### config.mk
export PLATFORM = sky130hd
export DESIGN_NAME = hazard_stall_ctrl
export DESIGN_NICKNAME = d
export VERILOG_FILES = /design/src/rtl/hazard_stall_ctrl.sv
export SDC_FILE = /design/constraint.sdc
export NUM_CORES = 1
export LEC_CHECK = 0
export ABC_AREA = 1
export CAP_MARGIN = 20
export CORE_MARGIN = 5
export CORE_UTILIZATION = 39
export DETAILED_ROUTE_END_ITERATION = 8
export PLACE_DENSITY = 0.77
export SLEW_MARGIN = 10
export SYNTH_ARGS = -nofsm -noshare
export SYNTH_HDL_FRONTEND = slang
export SYNTH_SLANG_ARGS = --single-unit
### constraint.sdc
create_clock -name clk -period 1.3 [get_ports clk]
set_clock_uncertainty 0.15 [all_clocks]
set_input_delay 0.13 -clock clk [delete_from_list [all_inputs] [get_ports clk]]
set_output_delay 0.13 -clock clk [all_outputs]
set_load 0.1 [all_outputs]
### src/rtl/hazard_stall_ctrl.sv
// Pipeline hazard controller: load-use stalls, taken-branch flushes and data-memory waits with a watchdog.
// Optional performance counters are enabled by defining HAZARD_PERF_CNT_EN.
module hazard_stall_ctrl #(
  parameter int FLUSH_CYCLES = 2,
  parameter int TIMEOUT      = 64
) (
  input  logic        clk,
  input  logic        reset,
  input  logic [31:0] IF_ID_instruction,
  input  logic        ID_EX_MemRead,
  input  logic [4:0]  ID_EX_rd,
  input  logic        branch_taken,
  input  logic        dmem_req,
  input  logic        dmem_ready,
  output logic        PC_write,
  output logic        IF_write,
  output logic        IF_ID_flush,
  output logic        ID_EX_bubble,
  output logic        ID_EX_flush,
  output logic        pipe_hold,
  output logic        timeout_err
`ifdef HAZARD_PERF_CNT_EN
  ,
  output logic [31:0] perf_lu_stalls,
  output logic [31:0] perf_flushes,
  output logic [31:0] perf_mem_wait
`endif
);

  typedef enum logic [1:0] {RUN, FLUSH, MEM_WAIT} state_t;

  localparam logic [3:0] FLUSH_RELOAD = (FLUSH_CYCLES > 1) ? 4'(FLUSH_CYCLES - 2) : 4'd0;
  localparam logic [9:0] WAIT_LAST    = 10'(TIMEOUT - 1);

  state_t     state_reg, state_next;
  logic [3:0] flush_cnt_reg, flush_cnt_next;
  logic [9:0] wait_cnt_reg, wait_cnt_next;
  logic       timeout_reg, timeout_next;

  logic [6:0] opcode;
  logic [4:0] rs1, rs2;
  logic       uses_rs1, uses_rs2, load_use, mem_stall;
  logic       unused_instr_bits;

  assign opcode   = IF_ID_instruction[6:0];
  assign rs1      = IF_ID_instruction[19:15];
  assign rs2      = IF_ID_instruction[24:20];
  assign unused_instr_bits = ^{IF_ID_instruction[31:25], IF_ID_instruction[14:7]};

  assign uses_rs1 = !(opcode == 7'b0110111 || opcode == 7'b0010111 || opcode == 7'b1101111);
  assign uses_rs2 = (opcode == 7'b0110011 || opcode == 7'b0100011 || opcode == 7'b1100011);
  assign load_use = ID_EX_MemRead && (ID_EX_rd != 5'd0) &&
                    ((uses_rs1 && rs1 == ID_EX_rd) || (uses_rs2 && rs2 == ID_EX_rd));
  assign mem_stall = dmem_req && !dmem_ready;

  always_ff @(posedge clk) begin
    if (reset) begin
      state_reg     <= RUN;
      flush_cnt_reg <= 4'd0;
      wait_cnt_reg  <= 10'd0;
      timeout_reg   <= 1'b0;
    end else begin
      state_reg     <= state_next;
      flush_cnt_reg <= flush_cnt_next;
      wait_cnt_reg  <= wait_cnt_next;
      timeout_reg   <= timeout_next;
    end
  end

  always_comb begin
    PC_write       = 1'b1;
    IF_write       = 1'b1;
    IF_ID_flush    = 1'b0;
    ID_EX_bubble   = 1'b0;
    ID_EX_flush    = 1'b0;
    pipe_hold      = 1'b0;
    state_next     = state_reg;
    flush_cnt_next = flush_cnt_reg;
    wait_cnt_next  = wait_cnt_reg;
    timeout_next   = 1'b0;

    unique case (state_reg)
      RUN: begin
        if (branch_taken) begin
          IF_ID_flush = 1'b1;
          ID_EX_flush = 1'b1;
          IF_write    = 1'b0;
          if (FLUSH_CYCLES > 1) begin
            flush_cnt_next = FLUSH_RELOAD;
            state_next     = FLUSH;
          end
        end else if (mem_stall) begin
          pipe_hold     = 1'b1;
          PC_write      = 1'b0;
          IF_write      = 1'b0;
          wait_cnt_next = 10'd1;
          state_next    = MEM_WAIT;
        end else if (load_use) begin
          PC_write     = 1'b0;
          IF_write     = 1'b0;
          ID_EX_bubble = 1'b1;
        end
      end

      FLUSH: begin
        IF_ID_flush = 1'b1;
        IF_write    = 1'b0;
        if (branch_taken) begin
          ID_EX_flush    = 1'b1;
          flush_cnt_next = FLUSH_RELOAD;
        end else if (mem_stall) begin
          // Freeze the flush countdown until the memory stage can advance.
          pipe_hold = 1'b1;
          PC_write  = 1'b0;
        end else if (flush_cnt_reg == 4'd0) begin
          state_next = RUN;
        end else begin
          flush_cnt_next = flush_cnt_reg - 4'd1;
        end
      end

      MEM_WAIT: begin
        if (dmem_ready) begin
          state_next    = RUN;
          wait_cnt_next = 10'd0;
        end else begin
          pipe_hold = 1'b1;
          PC_write  = 1'b0;
          IF_write  = 1'b0;
          if (wait_cnt_reg == WAIT_LAST) begin
            timeout_next  = 1'b1;
            state_next    = RUN;
            wait_cnt_next = 10'd0;
          end else begin
            wait_cnt_next = wait_cnt_reg + 10'd1;
          end
        end
      end

      default: state_next = RUN;
    endcase

    if (reset) begin
      PC_write     = 1'b0;
      IF_write     = 1'b0;
      IF_ID_flush  = 1'b0;
      ID_EX_bubble = 1'b0;
      ID_EX_flush  = 1'b0;
      pipe_hold    = 1'b0;
    end
  end

  assign timeout_err = timeout_reg && !reset;

`ifdef HAZARD_PERF_CNT_EN
  logic [31:0] perf_lu_reg, perf_fl_reg, perf_mw_reg;

  always_ff @(posedge clk) begin
    if (reset) begin
      perf_lu_reg <= 32'd0;
      perf_fl_reg <= 32'd0;
      perf_mw_reg <= 32'd0;
    end else begin
      if (ID_EX_bubble && perf_lu_reg != 32'hFFFF_FFFF) perf_lu_reg <= perf_lu_reg + 32'd1;
      if (ID_EX_flush  && perf_fl_reg != 32'hFFFF_FFFF) perf_fl_reg <= perf_fl_reg + 32'd1;
      if (pipe_hold    && perf_mw_reg != 32'hFFFF_FFFF) perf_mw_reg <= perf_mw_reg + 32'd1;
    end
  end

  assign perf_lu_stalls = perf_lu_reg;
  assign perf_flushes   = perf_fl_reg;
  assign perf_mem_wait  = perf_mw_reg;
`endif

endmodule

Fig. 1: metal 1
Bar = 20 um. Supply wires on this layer in grey.
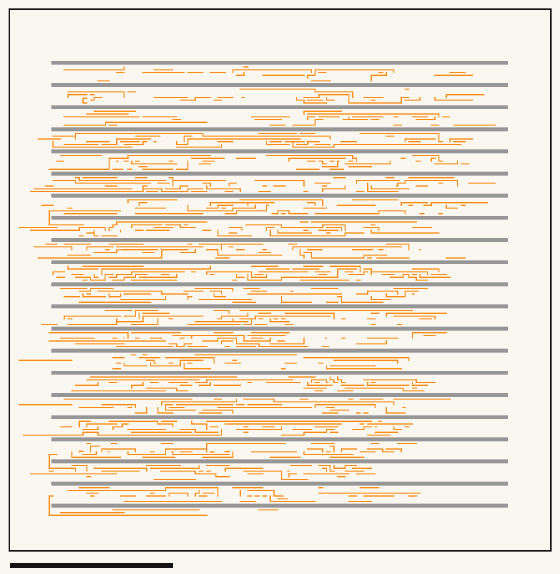
The layer holds 36% of the routed length. The layer carries 2360 um of wire. The longest straight run is 21.2 um.
DRT Wirelength: 6580 um
M1 GR Usage: 26.2%

Fig. 2: metal 2
Bar = 20 um.
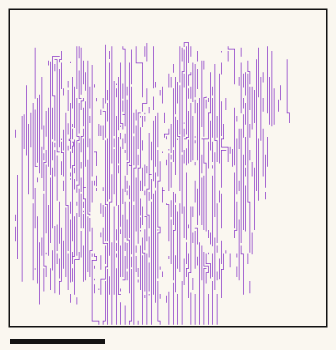
297 nets have wire on it. The layer holds 50% of the routed length. The layer carries 3290 um of wire. The longest straight run is 35.0 um.
via count: 1864
met2 Usage GRT: 42.6%

Fig. 3: signal wires on met3
Cells faint in the background.
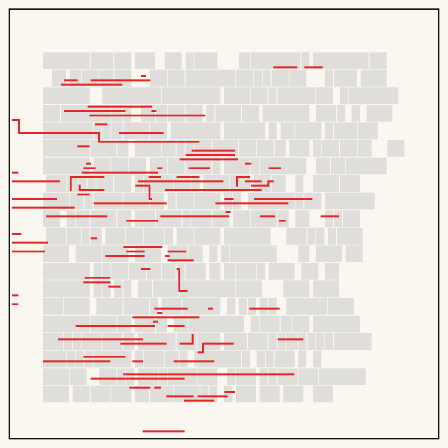
The layer holds 7.5% of the routed length. The wires run mostly horizontal. The layer carries 496 um of wire. 69 nets have wire on it. The longest straight run is 26.2 um.
grt met3 use: 3.91%

Fig. 4: signal wires on met4
Bar = 20 um. Supply wires on this layer in grey.
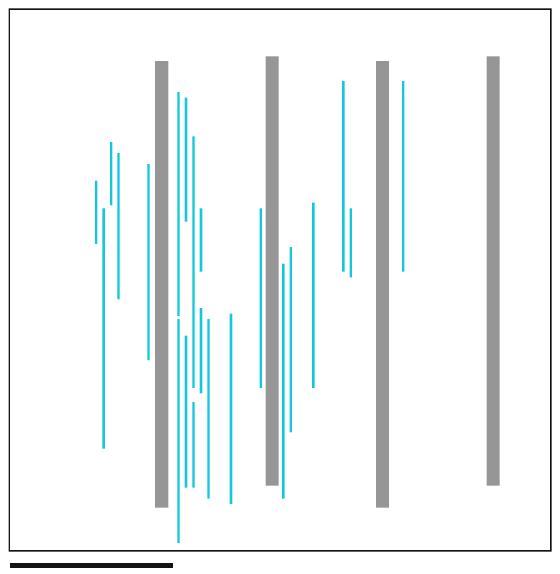
The longest straight run is 30.6 um. 22 nets have wire on it. The layer carries 426 um of wire.

Fig. 5: routing congestion
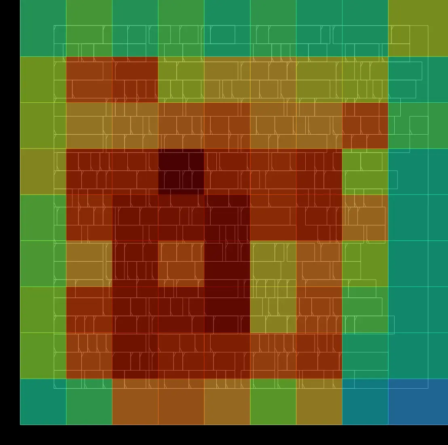
gr busiest metal: met2
final core occ: 83.7%
drt wl/cell: 19.4 um

==> run notes <==
yosys + openroad results -> hold path depth=3, hpwl dp=2830 um, Hold WS=155 ps, post-layout period usage=140%, instance count on the critical path=11, most used cell, CP=nand2_1, Post-synth top cells=nand2_1 (48), nor2_1 (41), inv_1 (27), dfxtp_1 (17), Area Overhead vs Synth=107%, critical path, cell by cell=dlygate4sd2_1 -> inv_1 -> nand2_1 -> nand2_1 -> nand2_1 -> nor2_1 -> nand3_1 -> nand2_2 -> nand2_2 -> nor2_4 -> buf_12, setup tns final=-5630 ps, tool warning count=45, Root Buffer=clkbuf_4, sequential share of power=35.2%, fmax=551 MHz, wl on met1=2360 um, combinational power=737 uW, Synth Area in Compound Gates=9.10%, P_seq=567 uW, CP Max Fanout=2, Net Sw Power=643 uW, layout cell share with drive strength beyond 1=53.6%, adder share=3.03%, Power Density=629 nW/um^2, failing checks=setup timing, Synthesized Nets=246, Worst Min Path Start=reset, top post-synthesis cells by area=dfxtp_1 (28%), nand2_1 (15%), nor2_1 (12%), Num CTS Buffers=3, Placer Congestion=0.829, drt initial violations=106, Worst Path Arrival=1540 ps, worst setup path end=ID_EX_bubble, Resize count post-CTS=84, n_diodes=0, I/O pin cnt=50, row count=20, Die Span Y=66.3 um, logic share of the area=43.9%, FF-to-FF setup slack=-400 ps, Pwr top=combinational logic, crit path time final=1820 ps, fill cell count=160, leakage=0.00115 uW, number of global-route vias before repair=1758, Clk power=305 uW, combinational power share=45.8%, Mapped Area=1240 um^2, initial antenna violation count=0, Highest Signal Layer=met4, clk_lat worst skew=310 ps, Main logic family=simple AND/OR/NAND/NOR gates, CTS tree=yes, Initial Utilization=40.5%, endpoints failing setup=22, most used logic cell in the final layout=buf_4, Yosys reg bits=17, Worst R2R End=flush_cnt_reg[1], Area after DPL=2090 um^2, Hold Path End=state_reg[1], status=complete, but fails checks, Chip Width=66.3 um, Critical Path RT=1020 ps, delay-heaviest family, CP=simple AND/OR/NAND/NOR gates, Final WS setup=-516 ps, placed insts=316, post-place setup slack=-674 ps, Comb gate area=1120 um^2, global-route wire length before repair=7950 um, I/O Buffers=34, final instance area=2560 um^2, yosys stat cell total=200, CLK BUF=3, Comb gates=152, CP bufs+invs=3, max-cap violation count=0, met3 WL=495 um
No activity file was given, so power comes from the tool's default toggle rates.
